**Metal 3**

Scale bar: 20 um.
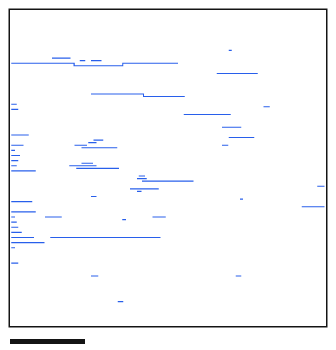
**Clock network drawn from the DEF**

Scale bar: 20 um.
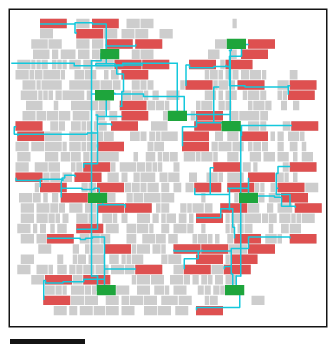
**Placement view**

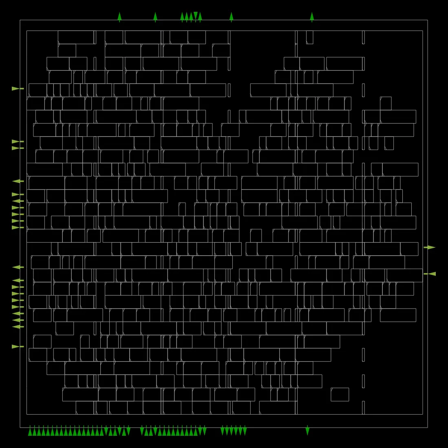
**A small window of the routed layout**

Region (22, 5) to (62, 45) um. Cells in grey, sequential cells in the stronger grey; small squares are vias.
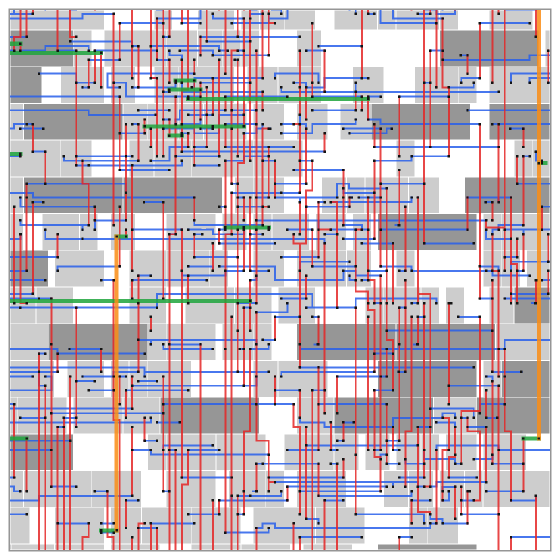
**Metal layers overlaid**

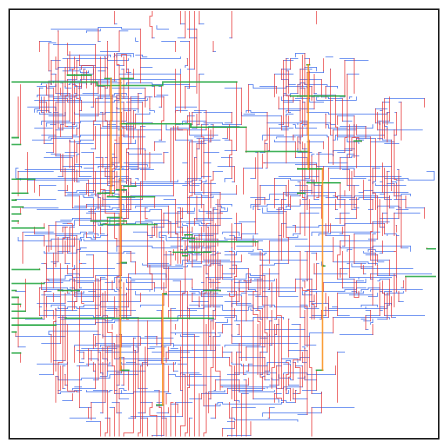
==> config.mk <==
export PLATFORM = sky130hd
export DESIGN_NAME = dong_ho_v2_flat
export DESIGN_NICKNAME = d
export VERILOG_FILES = /design/src/rtl/dong_ho_v2_if.sv /design/src/rtl/dong_ho_v2.sv /design/src/flat_wrapper.sv
export SDC_FILE = /design/constraint.sdc
export NUM_CORES = 1
export LEC_CHECK = 0
export CORE_UTILIZATION = 51
export DETAILED_ROUTE_END_ITERATION = 7
export PLACE_DENSITY = 0.84
export SYNTH_ARGS = -nofsm -noshare
export SYNTH_HDL_FRONTEND = slang
export SYNTH_SLANG_ARGS = --single-unit
==> constraint.sdc <==
create_clock -name clki -period 7.3 [get_ports clki]
set_input_delay 2.19 -clock clki [delete_from_list [all_inputs] [get_ports clki]]
set_output_delay 2.19 -clock clki [all_outputs]
set_load 0.02 [all_outputs]
==> src/rtl/dong_ho_v2_if.sv <==
// Time-load handshake between a setting controller (master) and the clock core (slave).
// The controller drives a BCD time and a one-cycle request; the core answers with ack or err.
interface dong_ho_v2_if;
    logic       set_vld;
    logic [7:0] set_hh;
    logic [7:0] set_mm;
    logic [7:0] set_ss;
    logic       set_ack;
    logic       set_err;

    modport master (
        output set_vld, set_hh, set_mm, set_ss,
        input  set_ack, set_err
    );

    modport slave (
        input  set_vld, set_hh, set_mm, set_ss,
        output set_ack, set_err
    );
endinterface

==> src/rtl/dong_ho_v2.sv <==
// BCD real-time clock with prescaler, 12/24 h display and validated time load.
// Optional minute alarm is enabled by defining DONG_HO_ALARM_EN.
module dong_ho_v2 #(
    parameter int CLK_HZ = 50000000,
    parameter int DIV_W  = 26
) (
    input  logic        clki,
    input  logic        rs,
    input  logic        run,
    input  logic        mode12,
    dong_ho_v2_if.slave set_bus,
    output logic [3:0]  led1,
    output logic [3:0]  led2,
    output logic [3:0]  led3,
    output logic [3:0]  led4,
    output logic [3:0]  led5,
    output logic [3:0]  led6,
    output logic        pm,
    output logic        tick1hz,
    output logic        day_wrap,
    input  logic        alm_on,
    input  logic [7:0]  alm_hh,
    input  logic [7:0]  alm_mm,
    output logic        alarm
);

    localparam logic [DIV_W-1:0] TERM = DIV_W'(CLK_HZ - 1);

    logic [DIV_W-1:0] presc, presc_nxt;
    logic [3:0] sec_u, sec_t, min_u, min_t, hr_u, hr_t;
    logic [3:0] n_sec_u, n_sec_t, n_min_u, n_min_t, n_hr_u, n_hr_t;
    logic       tick_now, set_valid, load_ok, tick_adv, at_end;

    // Display hour as {tens,units}; in 12 h mode midnight shows 12 and afternoon folds down.
    function automatic logic [7:0] fmt_hour(input logic [3:0] t, input logic [3:0] u,
                                            input logic m12);
        logic [4:0] h;
        logic [4:0] h12;
        h   = ({1'b0, t} * 5'd10) + {1'b0, u};
        h12 = h - 5'd12;
        if (!m12 || (h != 5'd0 && h <= 5'd12))
            return {t, u};
        else if (h == 5'd0)
            return 8'h12;
        else if (h12 >= 5'd10)
            return {4'd1, 4'(h12 - 5'd10)};
        else
            return {4'd0, h12[3:0]};
    endfunction

    function automatic logic is_pm(input logic [3:0] t, input logic [3:0] u);
        return (t == 4'd2) || (t == 4'd1 && u >= 4'd2);
    endfunction

    assign tick_now  = run && (presc == TERM);
    assign set_valid = (set_bus.set_ss[3:0] <= 4'd9) && (set_bus.set_ss[7:4] <= 4'd5) &&
                       (set_bus.set_mm[3:0] <= 4'd9) && (set_bus.set_mm[7:4] <= 4'd5) &&
                       (set_bus.set_hh[3:0] <= 4'd9) && (set_bus.set_hh <= 8'h23);
    assign load_ok   = set_bus.set_vld && set_valid;
    assign tick_adv  = tick_now && !load_ok;
    assign at_end    = {hr_t, hr_u, min_t, min_u, sec_t, sec_u} == 24'h235959;

    // An accepted load restarts the second; otherwise the count only moves while running.
    always_comb begin
        presc_nxt = presc;
        if (load_ok)
            presc_nxt = '0;
        else if (run)
            presc_nxt = tick_now ? '0 : presc + DIV_W'(1);
    end

    always_comb begin
        {n_hr_t, n_hr_u, n_min_t, n_min_u, n_sec_t, n_sec_u} =
            {hr_t, hr_u, min_t, min_u, sec_t, sec_u};
        if (load_ok) begin
            {n_hr_t, n_hr_u}   = set_bus.set_hh;
            {n_min_t, n_min_u} = set_bus.set_mm;
            {n_sec_t, n_sec_u} = set_bus.set_ss;
        end else if (tick_adv) begin
            if (sec_u != 4'd9) n_sec_u = sec_u + 4'd1;
            else begin
                n_sec_u = 4'd0;
                if (sec_t != 4'd5) n_sec_t = sec_t + 4'd1;
                else begin
                    n_sec_t = 4'd0;
                    if (min_u != 4'd9) n_min_u = min_u + 4'd1;
                    else begin
                        n_min_u = 4'd0;
                        if (min_t != 4'd5) n_min_t = min_t + 4'd1;
                        else begin
                            n_min_t = 4'd0;
                            if (hr_t == 4'd2 && hr_u == 4'd3) begin
                                n_hr_t = 4'd0;
                                n_hr_u = 4'd0;
                            end else if (hr_u == 4'd9) begin
                                n_hr_u = 4'd0;
                                n_hr_t = hr_t + 4'd1;
                            end else begin
                                n_hr_u = hr_u + 4'd1;
                            end
                        end
                    end
                end
            end
        end
    end

    // Display registers follow the next time so tick1hz lines up with the new digits.
    always_ff @(posedge clki) begin
        if (rs) begin
            presc            <= '0;
            {hr_t, hr_u, min_t, min_u, sec_t, sec_u} <= '0;
            set_bus.set_ack  <= 1'b0;
            set_bus.set_err  <= 1'b0;
            tick1hz          <= 1'b0;
            day_wrap         <= 1'b0;
            pm               <= 1'b0;
            {led6, led5}     <= fmt_hour(4'd0, 4'd0, mode12);
            {led4, led3, led2, led1} <= '0;
        end else begin
            presc            <= presc_nxt;
            {hr_t, hr_u, min_t, min_u, sec_t, sec_u} <=
                {n_hr_t, n_hr_u, n_min_t, n_min_u, n_sec_t, n_sec_u};
            set_bus.set_ack  <= load_ok;
            set_bus.set_err  <= set_bus.set_vld && !set_valid;
            tick1hz          <= tick_adv;
            day_wrap         <= tick_adv && at_end;
            pm               <= is_pm(n_hr_t, n_hr_u);
            {led6, led5}     <= fmt_hour(n_hr_t, n_hr_u, mode12);
            {led4, led3, led2, led1} <= {n_min_t, n_min_u, n_sec_t, n_sec_u};
        end
    end

`ifdef DONG_HO_ALARM_EN
    always_ff @(posedge clki) begin
        if (rs)
            alarm <= 1'b0;
        else
            alarm <= alm_on && ({n_hr_t, n_hr_u, n_min_t, n_min_u} == {alm_hh, alm_mm});
    end
`else
    logic unused_alarm_inputs;
    assign unused_alarm_inputs = ^{alm_on, alm_hh, alm_mm};
    assign alarm = 1'b0;
`endif

endmodule

==> src/flat_wrapper.sv <==
// flat-port wrapper written by rule: the top's interface ports become plain ports
module dong_ho_v2_flat 
#(
    parameter int CLK_HZ = 50000000,
    parameter int DIV_W  = 26
)
  (clki, rs, run, mode12, led1, led2, led3, led4, led5, led6, pm, tick1hz, day_wrap, alm_on, alm_hh, alm_mm, alarm, set_bus_set_vld, set_bus_set_hh, set_bus_set_mm, set_bus_set_ss, set_bus_set_ack, set_bus_set_err);
  dong_ho_v2_if set_bus_i ();
  input  logic clki;
  input  logic rs;
  input  logic run;
  input  logic mode12;
  output logic [3:0] led1;
  output logic [3:0] led2;
  output logic [3:0] led3;
  output logic [3:0] led4;
  output logic [3:0] led5;
  output logic [3:0] led6;
  output logic pm;
  output logic tick1hz;
  output logic day_wrap;
  input  logic alm_on;
  input  logic [7:0] alm_hh;
  input  logic [7:0] alm_mm;
  output logic alarm;
  input wire logic [$bits(set_bus_i.set_vld)-1:0] set_bus_set_vld;
  input wire logic [$bits(set_bus_i.set_hh)-1:0] set_bus_set_hh;
  input wire logic [$bits(set_bus_i.set_mm)-1:0] set_bus_set_mm;
  input wire logic [$bits(set_bus_i.set_ss)-1:0] set_bus_set_ss;
  output wire logic [$bits(set_bus_i.set_ack)-1:0] set_bus_set_ack;
  output wire logic [$bits(set_bus_i.set_err)-1:0] set_bus_set_err;
  assign set_bus_i.set_vld = set_bus_set_vld;
  assign set_bus_i.set_hh = set_bus_set_hh;
  assign set_bus_i.set_mm = set_bus_set_mm;
  assign set_bus_i.set_ss = set_bus_set_ss;
  assign set_bus_set_ack = set_bus_i.set_ack;
  assign set_bus_set_err = set_bus_i.set_err;
  dong_ho_v2 #(.CLK_HZ(CLK_HZ), .DIV_W(DIV_W)) u_core (.clki(clki), .rs(rs), .run(run), .mode12(mode12), .set_bus(set_bus_i), .led1(led1), .led2(led2), .led3(led3), .led4(led4), .led5(led5), .led6(led6), .pm(pm), .tick1hz(tick1hz), .day_wrap(day_wrap), .alm_on(alm_on), .alm_hh(alm_hh), .alm_mm(alm_mm), .alarm(alarm));
endmodule
==> run summary <==
impl run done, here's what came out: outcome complete, no violations, flops out of synthesis 63, yosys stat area 3410 um^2, Post-synth EDFFs 0, CP Launch Type primary input, drt drc 0, WS Path Type primary input to register, largest net degree at the start of global routing 28, vias in the first global route 3025, Post-CTS Hold Fix Bufs 0, Resize count post-CTS 0, hpwl dp 5.78 mm, Area Overhead vs Synth 24.9%, CP required 7590 ps, metal2 WL 3.78 mm, CP max stage cell clkdlybuf4s50_1, yosys cell count 401, top cell type by total area after synthesis dfxtp_1, RSZ-0062 raised after global routing no, first-pass GRT wire length 13.5 mm, die area 7020 um^2, fraction of final layout cells sized beyond drive strength 1 0.0748, CP delay by family, top simple AND/OR/NAND/NOR gates, dominant logic cell type in the layout dfxtp_1, Simple-Gate Area Share 0.296, Post-layout nets 524, hold violation total from the final report 0, setup TNS 0 ps, Max Root-Sink Buffers 2, FP Rows 29, Cell area leaders dfxtp_1, xor2_1, nor2_1, ha_1, nand3_1, fin crit period 6660 ps, Adders+Majority by Area 0.0572, Post-synth ARST share 0, clk sink count 63, antenna violations before repair 0, Initial Util 0.531, fill count 512, GR Overflow Total 0, fmax 150 MHz, Pre-antenna DRT Iters 4, tool warnings 48, main flop type dfxtp_1, CP Cell Sequence clkdlybuf4s50_1 -> and4_4 -> nand4_2 -> or2_1 -> or4_4 -> a31oi_4 -> inv_1 -> fa_1 -> xor2_1 -> ha_1 -> nor2b_1 -> nor2_1 -> o21ai_0 -> a211oi_1 -> or4b_1 -> nand3_1, Slew @ Worst Pin 749 ps, crit share post-route 0.913, count of input and output buffers 57, WP buf/inv 2
Back to the opening pictures, 'metal 3':
The longest straight run is 29.0 um. The layer carries 284 um of wire. The wires run mostly horizontal. The layer holds 3.7% of the routed length.
drt total wl: 7.73 mm
met3 Use GR: 0.0356

Back to the opening pictures, 'clock network drawn from the DEF':
Key: flip-flops = red [count 63]; clock drivers = green [count 9]; clock wires = cyan [length 781 um]
Position of the flops: all over the die. There are 10 routed clock nets.
P_clk: 0.000278 W
Clock Latency Late Sink: 350 ps
Clock Skews: 8.50 ps

Back to the opening pictures, 'placement view':
core area: 6420 um^2
fraction of area in registers: 0.296
Final Core Density: 0.664
flip-flops: 63

Back to the opening pictures, 'a small window of the routed layout':
Key: metal 2 = red; metal 3 = green; metal 4 = orange; metal 1 = blue
Netlist names of flops here include `u_core.led4` (4), `u_core.presc` (4), `u_core.led2` (3). Most frequent: nor2_1 (23), clkdlybuf4s50_1 (17), dfxtp_1 (17). Sequential cells in the window: 17. 149 logic cells have their middle in the window.

Back to the opening pictures, 'metal layers overlaid':
Key: metal 4 = orange [wire length 161 um]; metal 2 = red [wire length 3780 um]; metal 1 = blue [wire length 3510 um]; metal 3 = green [wire length 284 um]
Overall Global Routing Usage: 0.236
DR vias: 3117

==> cell usage after synthesis (all sizes together), types with 6 or more instances <==
master and count:
nor2b 14, a21oi 8, inv 15, dfxtp 63, xor2 25, a211oi 11, o21ai 21, ha 14
xnor2 11, or3 6, nor2 57, clkbuf 10, nand3 23, nand2 26, nor3 13, nand4 9
==> metrics by stage <==
step | setup WS (ps) | power (W) | utilization | hold WS, ps | std cells
floorplan | 1420 | 0.000372 | - | 471 | 401
global placement | 484 | 0.000395 | 0.635 | 489 | 529
detailed placement | 354 | 0.000396 | 0.635 | 508 | 529
CTS | 689 | 0.000671 | 0.664 | 521 | 545
global route | 383 | 0.000688 | 0.664 | 552 | 545
finish | 636 | 0.000666 | 0.664 | 524 | 545
==> cell type report <==
type,instances,area (um^2),area share
inverter,15,56.3,0.0132
clock buffer,11,151,0.0355
tap,77,96.3,0.0226
sequential,63,1260,0.296
timing repair buffer,64,623,0.146
multi-input combinational,310,2040,0.479
clock inverter,5,32.5,0.00763
==> routing by layer <==
metal	global-route usage	vias to the layer above
met5	0	-
met4	0.107	0
met3	0.0356	14
met2	0.400	78
met1	0.294	1485
li1	-	1540
==> final timing paths <==
kind | end | cells after the start | from | slack, ps
setup / recovery | u_core.led5[3] | 16 | run | 640
hold / removal | u_core.presc[1] | 2 | u_core.presc[1] | 520
hold reg to reg | u_core.presc[1] | 2 | u_core.presc[1] | 520
setup reg to reg | u_core.led5[3] | 17 | u_core.led3[1] | 2440
==> worst min-delay path: stages (launching register included) <==
cell and delay, ps:
dfxtp_1 350, nand2b_1 80, a21oi_1 50
==> power breakdown <==
part / switching [W] / leakage (nW) / internal, W
clock network: 0.000138 / 0.0873 / 0.000140
registers: 0.00000204 / 0.509 / 0.000346
logic: 0.0000182 / 0.993 / 0.0000216
total: 0.000158 / 1.59 / 0.000508
==> state kept, by name, summed over array words and instances, names as in the netlist, 4 cells and up <==
| register | cells |
|---|---|
| u_core.led5 | 4 |
| u_core.hr_t | 4 |
| u_core.hr_u | 4 |
| u_core.led6 | 4 |
| u_core.led3 | 4 |
| u_core.led4 | 4 |
| u_core.led2 | 4 |
| u_core.presc | 26 |
| u_core.led1 | 4 |
==> logic make-up (layout without fill, tap and decap cells) <==
kind of cell,after synthesis,after routing
fa+ha+maj,15,15
buf+inv,28,95
mux,4,4
simple gates,189,189
flops,63,63
compound gates,64,64
xor+xnor,37,37
other cells,1,1
No activity file was given, so power comes from the tool's default toggle rates.
